$ cat config.mk
export PLATFORM = sky130hd
export DESIGN_NAME = apb_i2c_seq
export DESIGN_NICKNAME = d
export VERILOG_FILES = /design/src/rtl/apb_i2c_seq.sv
export SDC_FILE = /design/constraint.sdc
export NUM_CORES = 1
export LEC_CHECK = 0
export CORE_MARGIN = 5
export CORE_UTILIZATION = 30
export CTS_CLUSTER_DIAMETER = 120
export DETAILED_ROUTE_END_ITERATION = 16
export GPL_ROUTABILITY_DRIVEN = 0
export GPL_TIMING_DRIVEN = 0
export SLEW_MARGIN = 30
export SYNTH_ARGS = -nofsm -noshare
export SYNTH_HDL_FRONTEND = slang
export SYNTH_SLANG_ARGS = --single-unit
$ cat constraint.sdc
create_clock -name PCLK -period 4.9 [get_ports PCLK]
set_input_delay 0.735 -clock PCLK [delete_from_list [all_inputs] [get_ports PCLK]]
set_output_delay 0.735 -clock PCLK [all_outputs]
set_load 0.005 [all_outputs]
$ cat src/rtl/apb_i2c_seq.sv
// APB master sequencer for the APB-to-I2C bridge: config writes, TX stream, RX drain, PREADY watchdog.
// Optional build macro APB_SEQ_TX_THROTTLE_EN: TX is eligible only while the bridge TX FIFO is empty.
module apb_i2c_seq #(
    parameter logic [31:0] ADDR_TX  = 32'd0,
    parameter logic [31:0] ADDR_RX  = 32'd4,
    parameter logic [31:0] ADDR_CFG = 32'd8,
    parameter logic [31:0] ADDR_TMO = 32'd12,
    parameter int          RDY_TMO  = 16
) (
    input  logic        PCLK,
    input  logic        PRESET,
    input  logic        cfg_start,
    input  logic [13:0] cfg_word,
    input  logic [13:0] tmo_word,
    input  logic        tx_valid,
    input  logic [31:0] tx_data,
    output logic        tx_ready,
    output logic        rx_valid,
    output logic [31:0] rx_data,
    input  logic        rx_ready,
    input  logic        err_clr,
    output logic        busy,
    output logic        cfg_done,
    output logic        err_slv,
    output logic        err_tmo,
    output logic        PSELx,
    output logic        PENABLE,
    output logic        PWRITE,
    output logic [31:0] PADDR,
    output logic [31:0] PWDATA,
    input  logic [31:0] PRDATA,
    input  logic        PREADY,
    input  logic        PSLVERR,
    input  logic        INT_RX,
    input  logic        INT_TX
);

    localparam int WDOG_W = (RDY_TMO > 1) ? $clog2(RDY_TMO) : 1;
    localparam logic [WDOG_W-1:0] WDOG_LOAD = WDOG_W'(RDY_TMO - 1);

    typedef enum logic [1:0] {S_IDLE, S_SETUP, S_ACCESS} state_t;
    typedef enum logic [1:0] {OP_CFG, OP_TMO, OP_TX, OP_RX} op_t;

    state_t              r_state, w_state;
    op_t                 r_op, w_op;
    logic                r_psel, w_psel;
    logic                r_penable, w_penable;
    logic                r_pwrite, w_pwrite;
    logic [31:0]         r_paddr, w_paddr;
    logic [31:0]         r_pwdata, w_pwdata;
    logic                r_tx_ready, w_tx_ready;
    logic                r_rx_valid, w_rx_valid;
    logic [31:0]         r_rx_data, w_rx_data;
    logic                r_pend, w_pend;
    logic [13:0]         r_cfg_word, w_cfg_word;
    logic [13:0]         r_tmo_word, w_tmo_word;
    logic                r_cfg_done, w_cfg_done;
    logic                r_pref_tx, w_pref_tx;
    logic [WDOG_W-1:0]   r_wdog, w_wdog;
    logic                r_err_slv, r_err_tmo;
    logic                w_slv_hit, w_tmo_hit;
    logic                w_in_cfg;
    logic                w_rx_elig, w_tx_elig;

    assign w_rx_elig = ~INT_RX & ~r_rx_valid;
`ifdef APB_SEQ_TX_THROTTLE_EN
    assign w_tx_elig = tx_valid & INT_TX;
`else
    logic w_unused_int_tx;
    assign w_unused_int_tx = INT_TX;
    assign w_tx_elig = tx_valid;
`endif

    always_comb begin
        w_state    = r_state;
        w_op       = r_op;
        w_psel     = r_psel;
        w_penable  = r_penable;
        w_pwrite   = r_pwrite;
        w_paddr    = r_paddr;
        w_pwdata   = r_pwdata;
        w_tx_ready = 1'b0;
        w_rx_valid = r_rx_valid & ~rx_ready;
        w_rx_data  = r_rx_data;
        w_pend     = r_pend;
        w_cfg_word = r_cfg_word;
        w_tmo_word = r_tmo_word;
        w_cfg_done = r_cfg_done;
        w_pref_tx  = r_pref_tx;
        w_wdog     = r_wdog;
        w_slv_hit  = 1'b0;
        w_tmo_hit  = 1'b0;

        // A config run in flight keeps the words it started with.
        w_in_cfg = (r_state != S_IDLE) && ((r_op == OP_CFG) || (r_op == OP_TMO));
        if (cfg_start && !w_in_cfg) begin
            w_cfg_word = cfg_word;
            w_tmo_word = tmo_word;
            w_pend     = 1'b1;
        end

        case (r_state)
            S_IDLE: begin
                if (w_pend) begin
                    w_state   = S_SETUP;
                    w_op      = OP_CFG;
                    w_psel    = 1'b1;
                    w_penable = 1'b0;
                    w_pwrite  = 1'b1;
                    w_paddr   = ADDR_CFG;
                    w_pwdata  = {18'd0, w_cfg_word};
                end else if (r_cfg_done && (w_rx_elig || w_tx_elig)) begin
                    w_state   = S_SETUP;
                    w_psel    = 1'b1;
                    w_penable = 1'b0;
                    if (w_rx_elig && (!w_tx_elig || !r_pref_tx)) begin
                        w_op      = OP_RX;
                        w_pwrite  = 1'b0;
                        w_paddr   = ADDR_RX;
                        w_pref_tx = 1'b1;
                    end else begin
                        w_op       = OP_TX;
                        w_pwrite   = 1'b1;
                        w_paddr    = ADDR_TX;
                        w_pwdata   = tx_data;
                        w_tx_ready = 1'b1;
                        w_pref_tx  = 1'b0;
                    end
                end
            end
            S_SETUP: begin
                w_state   = S_ACCESS;
                w_penable = 1'b1;
                w_wdog    = WDOG_LOAD;
            end
            S_ACCESS: begin
                if (PREADY) begin
                    w_psel    = 1'b0;
                    w_penable = 1'b0;
                    w_slv_hit = PSLVERR;
                    w_state   = S_IDLE;
                    case (r_op)
                        OP_RX: begin
                            w_rx_data  = PRDATA;
                            w_rx_valid = 1'b1;
                        end
                        OP_CFG: begin
                            w_state  = S_SETUP;
                            w_op     = OP_TMO;
                            w_psel   = 1'b1;
                            w_pwrite = 1'b1;
                            w_paddr  = ADDR_TMO;
                            w_pwdata = {18'd0, r_tmo_word};
                        end
                        OP_TMO: begin
                            w_cfg_done = 1'b1;
                            w_pend     = 1'b0;
                        end
                        default: ;
                    endcase
                end else if (r_wdog == '0) begin
                    // Abort: TX word dropped, rx_valid untouched, config stays pending.
                    w_psel    = 1'b0;
                    w_penable = 1'b0;
                    w_tmo_hit = 1'b1;
                    w_state   = S_IDLE;
                end else begin
                    w_wdog = r_wdog - 1'b1;
                end
            end
            default: w_state = S_IDLE;
        endcase
    end

    always_ff @(posedge PCLK or posedge PRESET) begin
        if (PRESET) begin
            r_state    <= S_IDLE;
            r_op       <= OP_CFG;
            r_psel     <= 1'b0;
            r_penable  <= 1'b0;
            r_pwrite   <= 1'b0;
            r_paddr    <= '0;
            r_pwdata   <= '0;
            r_tx_ready <= 1'b0;
            r_rx_valid <= 1'b0;
            r_rx_data  <= '0;
            r_pend     <= 1'b0;
            r_cfg_word <= '0;
            r_tmo_word <= '0;
            r_cfg_done <= 1'b0;
            r_pref_tx  <= 1'b0;
            r_wdog     <= '0;
            r_err_slv  <= 1'b0;
            r_err_tmo  <= 1'b0;
        end else begin
            r_state    <= w_state;
            r_op       <= w_op;
            r_psel     <= w_psel;
            r_penable  <= w_penable;
            r_pwrite   <= w_pwrite;
            r_paddr    <= w_paddr;
            r_pwdata   <= w_pwdata;
            r_tx_ready <= w_tx_ready;
            r_rx_valid <= w_rx_valid;
            r_rx_data  <= w_rx_data;
            r_pend     <= w_pend;
            r_cfg_word <= w_cfg_word;
            r_tmo_word <= w_tmo_word;
            r_cfg_done <= w_cfg_done;
            r_pref_tx  <= w_pref_tx;
            r_wdog     <= w_wdog;
            r_err_slv  <= (r_err_slv & ~err_clr) | w_slv_hit;
            r_err_tmo  <= (r_err_tmo & ~err_clr) | w_tmo_hit;
        end
    end

    assign PSELx    = r_psel;
    assign PENABLE  = r_penable;
    assign PWRITE   = r_pwrite;
    assign PADDR    = r_paddr;
    assign PWDATA   = r_pwdata;
    assign tx_ready = r_tx_ready;
    assign rx_valid = r_rx_valid;
    assign rx_data  = r_rx_data;
    assign busy     = (r_state != S_IDLE);
    assign cfg_done = r_cfg_done;
    assign err_slv  = r_err_slv;
    assign err_tmo  = r_err_tmo;

endmodule

==> run notes, run 1 <==
The synthesis and PnR run went through. The run finished with clean final reports. Counting only logic cells after layout, the most numerous master is sky130_fd_sc_hd__clkdlybuf4s50_1. The flow reports that combinational logic draws 43.2% of the design power. Pre-CTS setup slack landed at 1870 ps.

The script extracted a total leakage power of 3.44 nW. Routed signal wires occupy layers up through met4. After synthesis the cells add up to 5040 um^2. Entering global routing, the biggest net connects 78 pins.

The most critical min-delay path falls under reg -> reg. H-tree depth reported by CTS landed at 3. In the detailed route, the total length drawn on met2 is 7.40 mm. Multi-input gate count landed at 297. Via count of the first global-routing pass landed at 4289. The transition time recorded at the tightest slew-check pin is 794 ps. The synthesis log from Yosys contains 0 warnings.

After synthesis, the netlist uses 41 different library cells. Number of nets in the finished design landed at 766. Cell internal power dissipation landed at 0.00243 W. Clock skew after layout landed at 6.80 ps. The placement report lists the number of port buffers as 174. Looking at the hold checks, the worst path lands on PWDATA[19]$_DFFE_PP0P_. Highest net fanout along the worst path landed at 10. Counting instances in the post-synthesis netlist gives the leading cell types as sky130_fd_sc_hd__dfrtp_1 (111), sky130_fd_sc_hd__nand2_1 (48), sky130_fd_sc_hd__mux2_2 (46). Logic depth along the worst register-to-register path is recorded as 5. Count of endpoints failing setup in the final report landed at 0. Area of all placed cells without fillers landed at 7490 um^2. In the synthesized netlist the dominant register cell turns out to be sky130_fd_sc_hd__dfrtp_1. In the post-synthesis netlist, the biggest area contributors are sky130_fd_sc_hd__dfrtp_1 (55%), sky130_fd_sc_hd__mux2_2 (10%), sky130_fd_sc_hd__buf_4 (4.6%). The finished layout holds 889 standard cells, fillers aside.

Max-slew check failures listed in the final report amount to 0. The flow reports that sequential cells draw 38.0% of the design power. Looking at the power breakdown, the clock network takes 18.8% of the total. Overall power consumption landed at 0.00370 W. After floorplanning, the core was divided into 47 placement rows. The launch point of the worst min-delay path is recorded as PWDATA[19]$_DFFE_PP0P_.

Per the final layout report, the fraction of cells sized above drive strength 1 comes to 19.3%. Power in the clock group landed at 0.000696 W. Fraction of area in registers landed at 37.1%. In the final routed layout, each cell accounts on average for 16.5 um.

STA lists the endpoint of the worst register-to-register path as r_tmo_word[1]$_DFFE_PP0N_. By instance count after routing, the leading logic cell types are sky130_fd_sc_hd__clkdlybuf4s50_1 (174), sky130_fd_sc_hd__dfrtp_1 (111), sky130_fd_sc_hd__nand2_1 (48). Data required time at the worst endpoint landed at 5170 ps. In this run the worst setup path terminates at PWDATA[1]$_DFFE_PP0P_. Per the skew report, the later register of the worst-skew pair sees a clock latency of 350 ps.

For reference, the critical path is launched at PREADY. Total track usage landed at 14.8%. In the final layout, clock buffers and inverters account for 3.71% of the cell area. The multi-input combinational cells in the finished layout cover a total of 1980 um^2. Setup TNS landed at 0 ps.

The synthesized design contains 0 enable-type register cells. Maximum number of buffers from clock root to sink landed at 2. Instance area after placement landed at 7210 um^2. Met1 wire length landed at 6.08 mm. Non-clock inverter instance count of the final layout landed at 10. Per the OpenROAD floorplan log, the area of the core is 16500 um^2. For reference, the post-synthesis area per instance comes to 11.3 um^2. Number of violations reported at the end of detailed-routing iteration 0 landed at 240. Area added between synthesis and finish landed at 48.5%.

TritonCTS built the clock tree. According to the floorplan report, the total die area is 19500 um^2. For this run, the detailed router's first-pass iteration total came to 6. OpenROAD reports that the post-layout worst path occupies 53.4% of the period. Chip area in the Yosys report landed at 5040 um^2. Number of antenna-violating nets in the routed design landed at 0. Number of buffers inserted during clock tree synthesis landed at 9. The synth_stat.txt file lists the number of cells as 448. Hold is met by 469 ps. Hold violation total from the final report landed at 0. Per the CTS log, the root buffer master is sky130_fd_sc_hd__clkbuf_16. STA classifies the critical path endpoint as a register. The dominant power group in this design is combinational cells. By area, the class that comes first in the final layout consists of sequential cells.
[run 1: critical path: stages]
cell	delay (ps)
sky130_fd_sc_hd__clkdlybuf4s50_1	620
sky130_fd_sc_hd__or3b_1	440
sky130_fd_sc_hd__a221oi_2	560
sky130_fd_sc_hd__buf_2	340
sky130_fd_sc_hd__nor2_1	70
sky130_fd_sc_hd__a21oi_1	120
[run 1: cells by family after synthesis]
kind of cell	after synthesis	synth area share (%)
fa+ha+maj	1	0.248
buf+inv	69	7.99
flops	111	55.1
mux	47	10.5
simple gates	127	12.0
xor+xnor	1	0.174
compound gates	91	14.0
other cells	1	0.0743
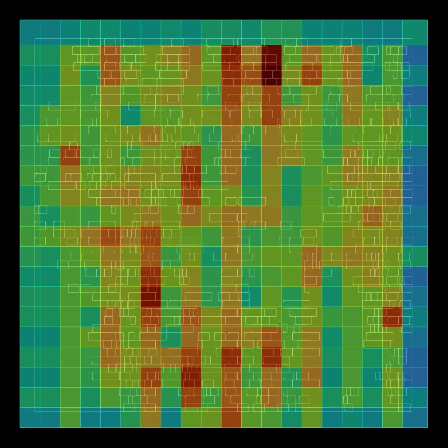
Fig. 1. Track usage over the die (run 1).
met1 capacity usage during global routing: 17.9%
met3 routing resource usage after global routing: 3.36%

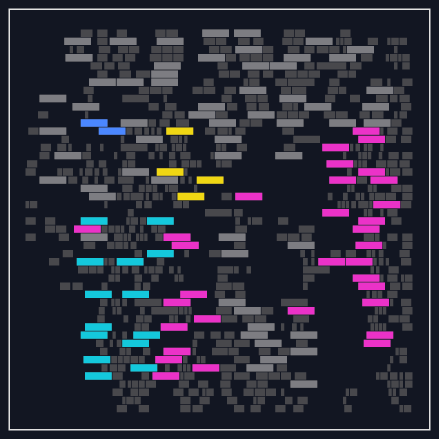
Fig. 2. Sequential cells grouped by signal name (run 1).
(3 px per um)
legend:
  r_wdog:
    colour: yellow
    flops: 4
    where: centre
  r_cfg_word:
    colour: cyan
    flops: 14
  r_op:
    colour: blue
    flops: 2
  PWDATA:
    colour: magenta
    flops: 32
not coloured: 59

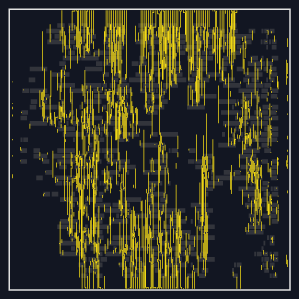
Fig. 3. Met2 routing (run 1).
(2 px per um)
longest straight run: 50.7 um
wire length on this layer: 7400 um
total routed wirelength: 14.7 mm
via total after detailed routing: 3976
global-route met2 utilization: 25.4%

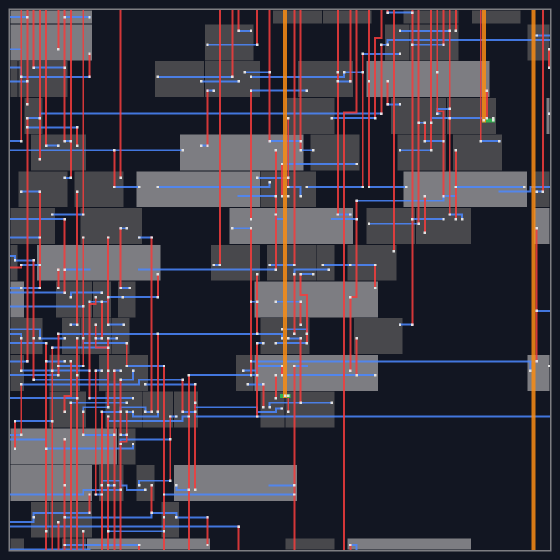
Fig. 4. Layout detail (run 1).
Window x 50 to 90, y 78 to 118 um. Cells in grey, sequential cells in the stronger grey; small squares are vias.
legend:
  met2:
    colour: red
  met1:
    colour: blue
  met3:
    colour: green
  met4:
    colour: orange
sequential cells in the window: 12
netlist names of flops here include: rx_data (6), r_wdog (3)
cells with their middle in the window: 64
most frequent: clkdlybuf4s50_1 (18), dfrtp_1 (12), mux2_2 (6)

Fig. 5: run 1, gate-type map
(3 px per um)
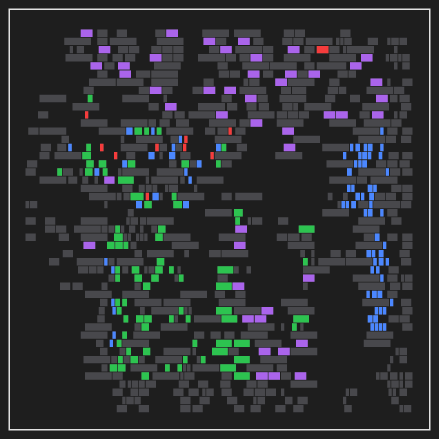

==> inputs of run 2 (changes only) <==
- clock period: 4.9 -> 2.5 ns (I/O delays scaled with it)
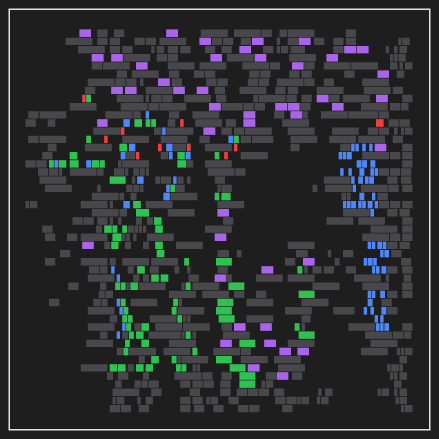
Fig. 6. Gate-type map (run 2).
(3 px per um)
legend:
  NAND gates:
    colour: blue
    cells: 76
  multiplexers:
    colour: purple
    cells: 47
  inverters:
    colour: red
    cells: 10
  inverting AOI/OAI gates:
    colour: green
    cells: 77

==> run 2 against run 1 <==
Compared with the run above: sequential power up 95%; total power rose by 100%; flip-flop count stayed put; critical path depth unchanged; first-iteration DRC count down 16%; sequential share of layout area is 0.41 points lower; worst setup slack lost 2100 ps; largest cell class unchanged; die area unchanged; synthesized area is the same.
==> run notes, run 2 <==
The synthesis and PnR run went through. The maximum number of pins on one net before global-route repair was 27 (-65%). Among cell families on the critical path, the largest total delay comes from buffers and inverters. The number of buffers and inverters on the critical path was 2 (unchanged). Post-synth tally of flip-flops with integrated enable landed at 0 (unchanged). The power in the clock group was 0.00149 W (+110%).

Routed length on met2 landed at 7.27 mm (-1.7%). The total length of routed wires is 14.6 mm (-0.56%). For reference, the critical path cell chain is clkdlybuf4s50_1, or3b_1, a221oi_2, buf_2, nand3_1, nand2_1. The non-clock inverter instance count of the final layout was 10 (unchanged).

The area of all placed cells without fillers came to 7570 um^2 (+1.1%). Number of warnings reported in the yosys synthesis log landed at 0 (unchanged). Total standard cell area after synthesis landed at 5040 um^2 (unchanged). Fraction of power consumed by combinational cells landed at 42.7% (-0.5 points). The multi-input gate count is 297 (unchanged). STA classifies the critical path endpoint as a register. Share of cell area taken by multi-input logic gates landed at 26.1%.

Chip area in the Yosys report landed at 5040 um^2 (unchanged). Number of antenna violations at the first check in global routing landed at 0. Leakage power landed at 3.48 nW (+1.1%). In this run the clock root is driven by a sky130_fd_sc_hd__clkbuf_16. Summed over all nets, wire length on met3 after detailed routing comes to 875 um. The clock distribution area overhead in the final layout is 4.06% (+0.36 points). The worst path uses 91.4% of the clock period. Number of nets in the finished design landed at 769 (+0.39%). The maximum number of buffers from clock root to sink is 2 (unchanged).

Number of rows in the core area landed at 47 (unchanged). Number of well-tap cells placed landed at 220. The insertion delay to the later sink of the worst-skew pair was 350 ps (about the same).

TritonCTS built the clock tree. H-tree depth reported by CTS landed at 3 (unchanged). The hold slack came to 422 ps (-47.8 ps). The critical path is of the in -> reg type. The commonest cells after synthesis are sky130_fd_sc_hd__dfrtp_1 (111), sky130_fd_sc_hd__nand2_1 (48), sky130_fd_sc_hd__mux2_2 (46).

Cell internal power dissipation landed at 0.00486 W (+100%). In the final layout, flip-flops and latches occupy 2780 um^2. The via count of the first global-routing pass was 4199 (-2.1%). Total combinational power landed at 0.00316 W. Die area landed at 19500 um^2 (unchanged). The mean instance size in the synthesized netlist came to 11.3 um^2 (unchanged). The biggest slice of the total power is consumed by combinational cells. The total track usage was 14.4% (-0.36 points). Power per standard cell area landed at 978 nW/um^2.

Detailed-route via count landed at 4073 (+2.4%). Number of antenna-violating nets in the routed design landed at 0 (unchanged). The slowest stage of the critical path belongs to the cell sky130_fd_sc_hd__a221oi_2. Met1 wire length landed at 6.04 mm (-0.67%). The min-delay analysis places its worst path in the category in -> async.

Number of signal-net buffers in the layout landed at 237. The multiplexer fraction of the synthesized cell area was 10.5% (unchanged). Post-synthesis share of cell area spent on xor and xnor gates landed at 0.174% (unchanged). Part of the power in the clock network landed at 20.1% (+1.3 points). In this run the layout overhead on the synthesized area is reported as 50.1%. The main area contributors are sky130_fd_sc_hd__dfrtp_1 (55%), sky130_fd_sc_hd__mux2_2 (10%), sky130_fd_sc_hd__buf_4 (4.6%).

By instance count after routing, the leading logic cell type is sky130_fd_sc_hd__clkdlybuf4s50_1. Fraction of layout cells with a size suffix above 1 landed at 19.8% (+0.51 points). By area, sequential cells come first. The highest layer touched by signal routing is met4.

The hold violation total from the final report was 0 (unchanged). Per the synth stats, the flop cell with the highest instance count is sky130_fd_sc_hd__dfrtp_1. The synthesized netlist handed to floorplanning was reported with a cell count of 448. The number of buffer cells added on primary ports was 174 (unchanged). Number of sequential cells landed at 111. Portion of total power attributed to sequential cells landed at 37.2% (-0.8 points). Number of distinct library cells after synthesis landed at 41 (unchanged).

0 antenna diodes ended up in the layout. Number of iterations in the first detailed-routing pass landed at 4 (-2). The clock skew after layout was 13.4 ps (+6.59 ps). The slew at the pin closest to its max-slew limit was 822 ps (+28.4 ps). Pre-CTS setup slack landed at -190 ps (-2060 ps). The fraction of area in registers came to 36.7% (-0.41 points).

Overall overflow remaining after global route landed at 0. Total cells reported by yosys after synthesis landed at 448 (unchanged). The compound-cell area share of the yosys netlist was 14.0% (unchanged). Placeable core region landed at 16500 um^2 (unchanged).

Arrival time of the worst setup path landed at 2570 ps. The final count of pins violating max slew is 0 (unchanged). Number of violations reported at the end of detailed-routing iteration 0 landed at 201 (-16%). The run finished with clean final reports. The number of buffers inserted during clock tree synthesis is 9 (unchanged). The area fraction in and, or, nand and nor cells after synthesis is 12.0% (unchanged). Data required time at the worst endpoint landed at 2790 ps (-2380 ps). Multi-input combinational cell area landed at 1980 um^2 (unchanged). At the end of the flow the core is filled with cells to 45.8%. Power in sequential cells landed at 0.00275 W. Setup TNS landed at 0 ps (unchanged). Number of non-filler instances in the completed layout landed at 891 (+0.22%). Highest net fanout along the worst path landed at 10 (unchanged).

By instance count after routing, the leading logic cell types are sky130_fd_sc_hd__clkdlybuf4s50_1 (174), sky130_fd_sc_hd__dfrtp_1 (111), sky130_fd_sc_hd__nand2_1 (48). Post-synthesis share of cell area spent on full adders, half adders and majority gates landed at 0.248% (unchanged). The instance area after placement is 7260 um^2 (+0.78%). Of the combinational cells, the family taking the most area is AND-OR/OR-AND gates. Delay of the slowest cell on the worst path landed at 610 ps (about the same). The count of endpoints failing setup in the final report is 0 (unchanged). Overall power consumption landed at 0.00741 W (+100%). OpenROAD warning count landed at 27.
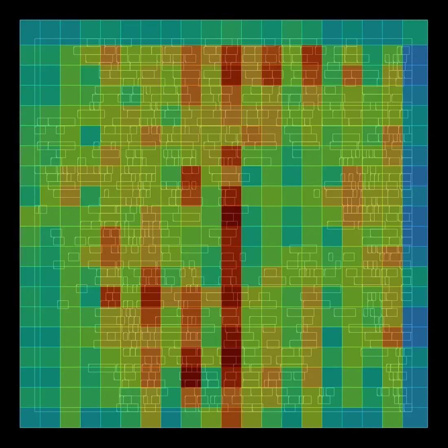
Fig. 7. Track usage over the die (run 2).
met1 capacity usage during global routing: 17.4%
Routed WL per cell: 16.4 um
met3 routing resource usage after global routing: 3.67%
global-route met2 utilization: 24.7%
GRT busiest layer: met2

[run 2: final timing paths]
kind	start	endpoint	slack (ps)	depth (start not counted)
setup / recovery	PREADY	PWDATA[27]$_DFFE_PP0P_	220	6
hold / removal	PRESET	PWDATA[16]$_DFFE_PP0P_	420	2
setup reg to reg	r_state[0]$_DFFE_PP0P_	r_tmo_word[1]$_DFFE_PP0N_	380	5
hold reg to reg	PWDATA[31]$_DFFE_PP0P_	PWDATA[31]$_DFFE_PP0P_	470	2
max in group asynchronous	PRESET	r_tmo_word[13]$_DFFE_PP0N_	1210	5
min in group PCLK	PWDATA[31]$_DFFE_PP0P_	PWDATA[31]$_DFFE_PP0P_	470	2
Power is estimated from default activity; no workload was simulated.
